File: config.mk
export PLATFORM = sky130hd
export DESIGN_NAME = shift_bit_feeder
export DESIGN_NICKNAME = d
export VERILOG_FILES = /design/src/rtl/shift_bit_feeder.sv
export SDC_FILE = /design/constraint.sdc
export NUM_CORES = 1
export LEC_CHECK = 0
export CAP_MARGIN = 20
export CORE_MARGIN = 2
export CORE_UTILIZATION = 48
export CTS_BUF_LIST = sky130_fd_sc_hd__clkbuf_2 sky130_fd_sc_hd__clkbuf_4 sky130_fd_sc_hd__clkbuf_8
export DETAILED_ROUTE_END_ITERATION = 6
export GPL_TIMING_DRIVEN = 1
export PLACE_DENSITY = 0.88
export SLEW_MARGIN = 25
export SYNTH_ARGS = -nofsm -noshare
export SYNTH_HDL_FRONTEND = slang
export SYNTH_SLANG_ARGS = --single-unit
File: constraint.sdc
create_clock -name clk -period 1.88 [get_ports clk]
set_input_delay 0.376 -clock clk [delete_from_list [all_inputs] [get_ports clk]]
set_output_delay 0.376 -clock clk [all_outputs]
set_load 0.02 [all_outputs]
File: src/rtl/shift_bit_feeder.sv
// Serializes parallel bytes accepted over valid/ready into a one-bit-per-strobe
// stream for the downstream shift register, with optional gap cycles per bit.
module shift_bit_feeder #(
    parameter int DATA_W     = 8,
    parameter int GAP_CYCLES = 0,
    parameter int CNT_W      = 8
) (
    input  logic              clk,
    input  logic              rst,
    input  logic              in_valid,
    input  logic [DATA_W-1:0] in_data,
    output logic              in_ready,
    input  logic              msb_first,
    input  logic              flush,
    output logic              shift_en,
    output logic [DATA_W-1:0] data_out,
    output logic              frame_done,
    output logic              busy,
    output logic [CNT_W-1:0]  frame_cnt
);

    localparam logic [1:0] S_IDLE  = 2'd0;
    localparam logic [1:0] S_SHIFT = 2'd1;
    localparam logic [1:0] S_GAP   = 2'd2;

    localparam int IDX_W = (DATA_W > 2) ? $clog2(DATA_W) : 1;
    localparam logic [IDX_W-1:0] IDX_LAST = IDX_W'(DATA_W - 1);
    localparam logic [3:0] GAP_LAST = 4'((GAP_CYCLES > 0) ? GAP_CYCLES - 1 : 0);

    logic [1:0]        state_q, state_d;
    logic [DATA_W-1:0] hold_q, hold_d;
    logic              msb_q, msb_d;
    logic [IDX_W-1:0]  idx_q, idx_d;
    logic [3:0]        gap_q, gap_d;
    logic              last_q, last_d;
    logic [CNT_W-1:0]  cnt_q, cnt_d;

    logic is_last;
    logic cur_bit;

    assign is_last = (idx_q == IDX_LAST);
    assign cur_bit = msb_q ? hold_q[IDX_LAST - idx_q] : hold_q[idx_q];

    always_comb begin
        state_d = state_q;
        hold_d  = hold_q;
        msb_d   = msb_q;
        idx_d   = idx_q;
        gap_d   = gap_q;
        last_d  = last_q;
        cnt_d   = cnt_q;
        case (state_q)
            S_IDLE: begin
                // flush takes priority over a pending byte
                if (in_valid && !flush) begin
                    hold_d  = in_data;
                    msb_d   = msb_first;
                    idx_d   = '0;
                    last_d  = 1'b0;
                    state_d = S_SHIFT;
                end
            end
            S_SHIFT: begin
                idx_d  = idx_q + IDX_W'(1);
                gap_d  = '0;
                last_d = is_last;
                if (is_last) begin
                    cnt_d = cnt_q + CNT_W'(1);
                end
                if (flush) begin
                    state_d = S_IDLE;
                end else if (GAP_CYCLES > 0) begin
                    state_d = S_GAP;
                end else if (is_last) begin
                    state_d = S_IDLE;
                end else begin
                    state_d = S_SHIFT;
                end
            end
            S_GAP: begin
                gap_d = gap_q + 4'd1;
                if (flush) begin
                    state_d = S_IDLE;
                end else if (gap_q == GAP_LAST) begin
                    state_d = last_q ? S_IDLE : S_SHIFT;
                end
            end
            default: begin
                state_d = S_IDLE;
            end
        endcase
    end

    always_ff @(posedge clk or posedge rst) begin
        if (rst) begin
            state_q <= S_IDLE;
            hold_q  <= '0;
            msb_q   <= 1'b0;
            idx_q   <= '0;
            gap_q   <= '0;
            last_q  <= 1'b0;
            cnt_q   <= '0;
        end else begin
            state_q <= state_d;
            hold_q  <= hold_d;
            msb_q   <= msb_d;
            idx_q   <= idx_d;
            gap_q   <= gap_d;
            last_q  <= last_d;
            cnt_q   <= cnt_d;
        end
    end

    // All outputs decode registered state only.
    assign in_ready   = (state_q == S_IDLE);
    assign busy       = (state_q != S_IDLE);
    assign shift_en   = (state_q == S_SHIFT);
    assign frame_done = shift_en && is_last;
    assign data_out   = {{(DATA_W-1){1'b0}}, shift_en & cur_bit};
    assign frame_cnt  = cnt_q;

endmodule

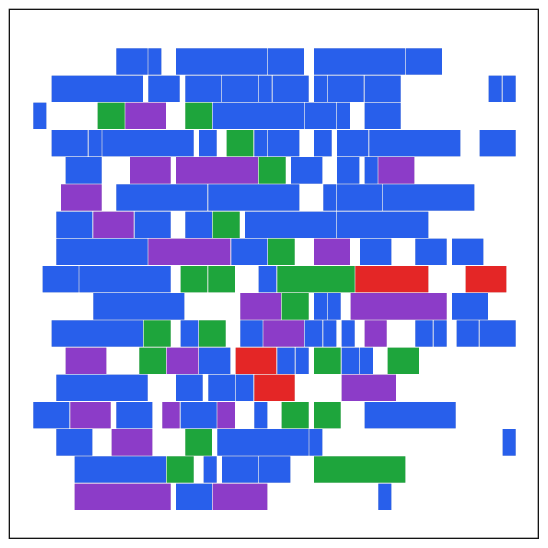
(cell sizes after repair)
(10 px per um)
legend:
  drive 3 to 4:
    colour: green
    cells: 20
    share: 15%
  drive 6 and up:
    colour: red
    cells: 4
    share: 2.9%
  drive 2:
    colour: purple
    cells: 21
    share: 15%
  drive 1 or less:
    colour: blue
    cells: 92
    share: 67%

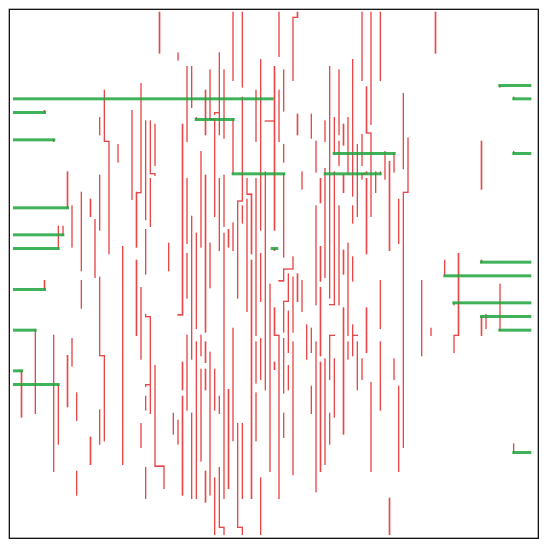
(metal layers overlaid)
(10 px per um) Two of the layers only.
legend:
  met3:
    colour: green
    wire_length: 114 um
  met2:
    colour: red
    wire_length: 1,290 um

==> qor.csv <==
stage,metric,value,unit
global_route,grt_use_met2,0.346,
cells_and_area,clkCellAreaFrac,0.0180,
synth,simple_gate_share,0.157,
cells_and_area,top_area_cell_class,multi-input combinational cells,
cells_and_area,inv_count,2,
synth,yosys_cells,97,
synth,ys_sh_mux,0.155,
synth,yosysWarnings,0,
cells_and_area,buffer_area_frac,0.255,
run_status,status,"complete, but fails checks",
critical_path,worstSetupPathType,reg2out,
timing,grt_setup_unrepaired,yes,
placement,place_hpwl,1710,um
routing,vias,849,
clocking,cts_buffers,3,
routing,top_layer,met4,
global_route,grt_pass1_vias,858,
clocking,htree_levels,1,
critical_path,arrival,1.66,ns
routing,ant_nets,0,
timing,period_needed,2.04,ns
routing,drc,0,
synth,ys_seq_elements,21,
power,combPwrFrac,0.409,
synth,syn_inst,97,
run_status,violations,setup timing,
synth,yosys_area,1140,um^2
timing,timing.final.setup_violations,1,
synth,synth-edff-count,0,
cells_and_area,lay_top_cells,"clkdlybuf4s50_1 (20), dfrtp_1 (19), buf_4 (14)",
cells_and_area,nets,154,
clocking,clockRootBuffer,clkbuf_4,
clocking,post_cts_resized,20,
routing,route.met2.wl,1290,um
routing,vias_per_cell,5.15,
critical_path,slowest_delay,0.53,ns
timing,setup_ws,-0.159,ns
Power is estimated from default activity; no workload was simulated.
